File: config.mk
export PLATFORM = sky130hd
export DESIGN_NAME = instr_fetch_flat
export DESIGN_NICKNAME = d
export VERILOG_FILES = /design/src/rtl/instr_fetch_if.sv /design/src/rtl/instr_fetch.sv /design/src/flat_wrapper.sv
export SDC_FILE = /design/constraint.sdc
export NUM_CORES = 1
export LEC_CHECK = 0
export ABC_AREA = 1
export CAP_MARGIN = 25
export CELL_PAD_IN_SITES_DETAIL_PLACEMENT = 0
export CELL_PAD_IN_SITES_GLOBAL_PLACEMENT = 2
export CORE_AREA = 2 2 146 148
export DETAILED_ROUTE_END_ITERATION = 16
export DIE_AREA = 0 0 148 150
export GPL_TIMING_DRIVEN = 0
export PLACE_DENSITY_LB_ADDON = 0.1
export SETUP_SLACK_MARGIN = 0.05
export SLEW_MARGIN = 20
export SYNTH_ARGS = -nofsm -noshare
export SYNTH_HDL_FRONTEND = slang
export SYNTH_SLANG_ARGS = --single-unit
export TNS_END_PERCENT = 1
File: constraint.sdc
create_clock -name clk -period 6 [get_ports clk]
set_input_delay 1.5 -clock clk [delete_from_list [all_inputs] [get_ports clk]]
set_output_delay 1.5 -clock clk [all_outputs]
set_load 0.005 [all_outputs]
File: src/rtl/instr_fetch_if.sv
// Fetch-stage bus bundle: ROM address/data, decode handshake and redirect request.
// The fetch unit uses the master modport; the ROM/decode/execute side uses slave.
interface instr_fetch_if;
   logic [31:0] imem_a;       // ROM byte address, data returns next cycle
   logic [31:0] imem_rd;      // ROM data for the address presented last cycle
   logic        if_valid;     // if_inst/if_pc hold a fetched instruction
   logic        if_ready;     // decode accepts this cycle
   logic [31:0] if_inst;      // instruction word
   logic [31:0] if_pc;        // byte address of if_inst
   logic        redirect;     // flush and restart at redirect_pc
   logic [31:0] redirect_pc;  // restart target, low two bits ignored

   modport master (
      output imem_a,
      input  imem_rd,
      output if_valid,
      input  if_ready,
      output if_inst,
      output if_pc,
      input  redirect,
      input  redirect_pc
   );

   modport slave (
      input  imem_a,
      output imem_rd,
      input  if_valid,
      output if_ready,
      input  if_inst,
      input  if_pc,
      output redirect,
      output redirect_pc
   );
endinterface

File: src/rtl/instr_fetch.sv
// Instruction fetch stage. Owns the PC, addresses a synchronous ROM with one cycle of
// read latency and hands {instruction, PC} to decode over valid/ready. A single-entry
// skid buffer catches the word already returning from the ROM when decode stalls, so
// nothing is lost or duplicated. Redirects from execute flush and restart fetch.
module instr_fetch #(
   parameter logic [31:0] RESET_PC = 32'h0000_0000,
   parameter logic [31:0] PC_STEP  = 32'd4
) (
   input logic           clk,
   input logic           rst,
   instr_fetch_if.master fetch
);

   // Next address to issue to the ROM.
   logic [31:0] pc_req_q, pc_req_d;
   // Address issued last cycle; its data is on imem_rd now.
   logic        inflight_v_q, inflight_v_d;
   logic [31:0] inflight_pc_q, inflight_pc_d;
   // Word held back while decode stalls.
   logic        skid_v_q, skid_v_d;
   logic [31:0] skid_inst_q, skid_inst_d;
   logic [31:0] skid_pc_q, skid_pc_d;

   logic        skid_v_next;
   logic        issue;
   logic [31:0] redirect_tgt;

   assign redirect_tgt = fetch.redirect_pc & 32'hFFFF_FFFC;

   // The skid fills when a presented word is refused, and empties once decode takes it.
   assign skid_v_next = skid_v_q ? ~fetch.if_ready : (inflight_v_q & ~fetch.if_ready);

   // Only issue when the returning word has somewhere to go next cycle.
   assign issue = ~skid_v_next;

   // Output mux: skid contents take precedence over the word arriving from the ROM.
   always_comb begin
      fetch.if_inst  = skid_v_q ? skid_inst_q : fetch.imem_rd;
      fetch.if_pc    = skid_v_q ? skid_pc_q   : inflight_pc_q;
      // Nothing is offered while a flush or reset is in progress.
      fetch.if_valid = (skid_v_q | inflight_v_q) & ~fetch.redirect & ~rst;
      // Redirect target bypasses pc_req so the target word returns next cycle.
      fetch.imem_a   = fetch.redirect ? redirect_tgt : pc_req_q;
   end

   // Next-state: redirect flushes everything and issues the target, else normal flow.
   always_comb begin
      pc_req_d      = pc_req_q;
      inflight_v_d  = inflight_v_q;
      inflight_pc_d = inflight_pc_q;
      skid_v_d      = skid_v_q;
      skid_inst_d   = skid_inst_q;
      skid_pc_d     = skid_pc_q;

      if (fetch.redirect) begin
         skid_v_d      = 1'b0;
         inflight_v_d  = 1'b1;
         inflight_pc_d = redirect_tgt;
         pc_req_d      = redirect_tgt + PC_STEP;
      end else begin
         skid_v_d = skid_v_next;
         // Capture only on the fill transition; a full skid keeps its word.
         if (!skid_v_q && skid_v_next) begin
            skid_inst_d = fetch.imem_rd;
            skid_pc_d   = inflight_pc_q;
         end
         if (issue) begin
            inflight_v_d  = 1'b1;
            inflight_pc_d = pc_req_q;
            pc_req_d      = pc_req_q + PC_STEP;  // wraps modulo 2^32
         end else begin
            // Address is still driven but the returning data is ignored.
            inflight_v_d = 1'b0;
         end
      end
   end

   // Control state: synchronous reset drops skid and inflight and restarts at RESET_PC.
   always_ff @(posedge clk) begin
      if (rst) begin
         pc_req_q     <= RESET_PC;
         inflight_v_q <= 1'b0;
         skid_v_q     <= 1'b0;
      end else begin
         pc_req_q     <= pc_req_d;
         inflight_v_q <= inflight_v_d;
         skid_v_q     <= skid_v_d;
      end
   end

   // Datapath registers: qualified by the valid bits, so no reset needed.
   always_ff @(posedge clk) begin
      inflight_pc_q <= inflight_pc_d;
      skid_inst_q   <= skid_inst_d;
      skid_pc_q     <= skid_pc_d;
   end

   // The skid only fills when issue stops, so both slots are never occupied at once.
   a_skid_inflight_exclusive : assert property (
      @(posedge clk) disable iff (rst) !(skid_v_q && inflight_v_q)
   );

endmodule

File: src/flat_wrapper.sv
// flat-port wrapper written by rule: the top's interface ports become plain ports
module instr_fetch_flat 
#(
   parameter logic [31:0] RESET_PC = 32'h0000_0000,
   parameter logic [31:0] PC_STEP  = 32'd4
)
  (clk, rst, fetch_imem_a, fetch_imem_rd, fetch_if_valid, fetch_if_ready, fetch_if_inst, fetch_if_pc, fetch_redirect, fetch_redirect_pc);
  instr_fetch_if fetch_i ();
  input logic clk;
  input logic rst;
  output wire logic [$bits(fetch_i.imem_a)-1:0] fetch_imem_a;
  input wire logic [$bits(fetch_i.imem_rd)-1:0] fetch_imem_rd;
  output wire logic [$bits(fetch_i.if_valid)-1:0] fetch_if_valid;
  input wire logic [$bits(fetch_i.if_ready)-1:0] fetch_if_ready;
  output wire logic [$bits(fetch_i.if_inst)-1:0] fetch_if_inst;
  output wire logic [$bits(fetch_i.if_pc)-1:0] fetch_if_pc;
  input wire logic [$bits(fetch_i.redirect)-1:0] fetch_redirect;
  input wire logic [$bits(fetch_i.redirect_pc)-1:0] fetch_redirect_pc;
  assign fetch_imem_a = fetch_i.imem_a;
  assign fetch_i.imem_rd = fetch_imem_rd;
  assign fetch_if_valid = fetch_i.if_valid;
  assign fetch_i.if_ready = fetch_if_ready;
  assign fetch_if_inst = fetch_i.if_inst;
  assign fetch_if_pc = fetch_i.if_pc;
  assign fetch_i.redirect = fetch_redirect;
  assign fetch_i.redirect_pc = fetch_redirect_pc;
  instr_fetch #(.RESET_PC(RESET_PC), .PC_STEP(PC_STEP)) u_core (.clk(clk), .rst(rst), .fetch(fetch_i));
endmodule
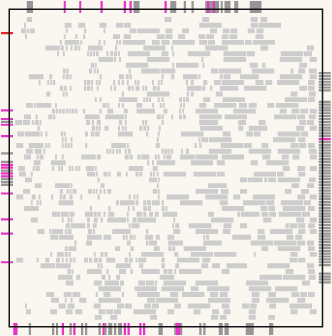
Figure 1: I/O pins on the die edge.
Pins as bars across the die edge, other pins in gray.
Key: magenta = fetch_redirect_pc [pins 32, direction input, edge 12 left, 11 bottom, 8 top, 1 right]; red = clk [pins 1, direction input, edge left]
All pins by edge: 69 right, 40 bottom, 36 top, 20 left.

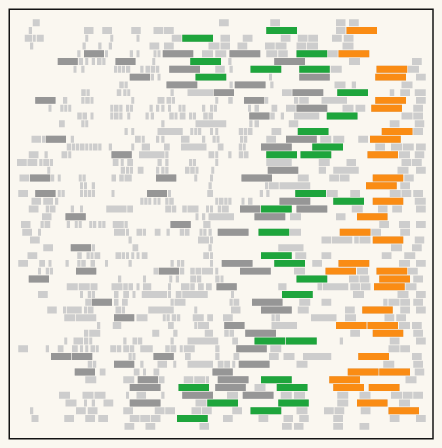
Figure 2: where the registers sit.
Other sequential cells in the stronger gray, the rest of the logic in the fainter gray.
Key: orange = u_core.skid_inst_q [flops 32, where a column on the right]; green = u_core.skid_pc_q [flops 30]
Another 62 sequential cells are not colored.

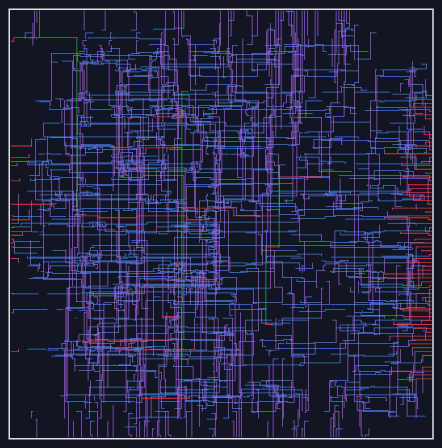
Figure 3: metal layers overlaid.
Key: blue = metal 1 [wire length 8310 µm]; purple = metal 2 [wire length 8060 µm]; red = metal 3 [wire length 862 µm]; green = metal 4 [wire length 212 µm]

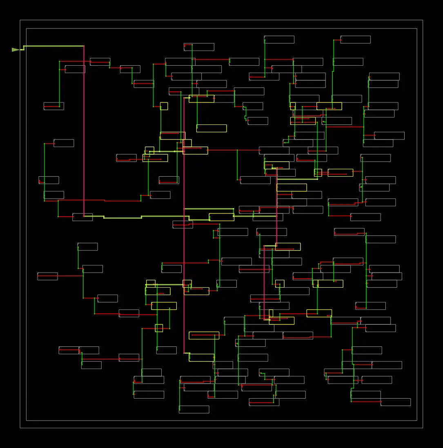
Figure 4: clock wiring as the flow saved it.
skew final: 0.00804 ns
clock sink count: 124
clock network power: 1.05 mW

==> summary.txt <==
run metrics: Avg WL per Cell=16.4 µm, initial antenna violation count=0, clk_buf instances=17, Init Core Util=0.296, DR pass1 iterations=4, r2r startpoint=u_core.skid_v_q$_SDFF_PP0_, Inserted Diodes=0, num tapcells=275, Critical path buffers and inverters=3, Pint=1.83 mW, Yosys top cell area share=0.451, CTS Buf Count=17, clock insertion delay at the later pin of the skew report=0.42 ns, Fin Setup TNS=0 ns, arrival time worst endpoint=2.90 ns, status=complete, no violations, NonClk Buf Share=0.206, row count=53, chip area=22200 µm², clock-cell share of area=0.0684, Seq/Total Area, Yosys=0.556, CTS root buf=clkbuf_16, yosys aoi share=0.0374, Worst Reg2Reg Path Length in Cells=7, Final Wtd Congestion=0.800, I/O Pins=165, Die X=148 µm, routed length on met1=8310 µm, synthesized instance count=597, fraction of layout cells with a size suffix above 1=0.233, CTS clk-pin slew, worst paths=0.06 ns, tally of OpenROAD warnings=28, gr busiest metal=met2, Critical Path Slowest Stage Cell=clkdlybuf4s50_1, logic area=2380 µm², relative slew slack=0.336, top fanout value on the critical path=3, synth cell count leaders=nand2_1 (152), edfxtp_1 (92), mux2_2 (62), nor2_1 (45), inv_1 (43), FF/Latch Area=3400 µm², Power Density=277 nW/µm², Area after DPL=8110 µm², final setup vio count=0, yosys adder share=0.00204, fin. max-slew vios=0, RR Endpoint=u_core.skid_pc_q[30]$_DFFE_PP_, Synth-to-Final Area Change=42.1%, Logic inverters=47, Non-CTS buffers=182, Detail Route Antenna Nets=0, Max IR drop VDD=0.000187 V, metal2 WL=8060 µm, Setup WS pre-CTS=1.58 ns, Top class by area=flip-flops and latches, Top cells excl fill/tap=clkdlybuf4s50_1 (157), nand2_1 (152), edfxtp_1 (92), post-layout period usage of the worst path=0.734, fin crit period=4.40 ns, CORE AREA=20700 µm², largest net degree at the start of global routing=40, hold_buf cts=0, Commonest Layout Cell=clkdlybuf4s50_1, yosys cell count=597, Post-synth EDFFs=92, Logic pwr share=0.148, WP data required=4.50 ns, CTS-repair resized insts=0, I/O Buffers=157, min-delay src=u_core.inflight_pc_q[27]$_DFFE_PP_, P_comb=0.358 mW, Finished Cell Area=8700 µm², CTS tree=done, R2R setup slack=3.29 ns
sequential cells by signal, summed over array words and instances (netlist names):
signal                flops
u_core.skid_inst_q       32
u_core.inflight_pc_q     30
u_core.pc_req_q          30
u_core.skid_pc_q         30
u_core.inflight_v_q       1
u_core.skid_v_q           1
per-stage QoR:
stage / hold slack [ns] / std cells / util / power, mW
final: 0.445 / 1065 / 0.421 / 2.41
after floorplan: 0.422 / 600 / - / 1.17
after global routing: 0.458 / 1065 / 0.421 / 2.50
after detailed placement: 0.435 / 1034 / 0.392 / 1.39
after CTS: 0.446 / 1065 / 0.421 / 2.44
after global placement: 0.428 / 1032 / 0.389 / 1.38
Power and IR drop assume default switching activity.
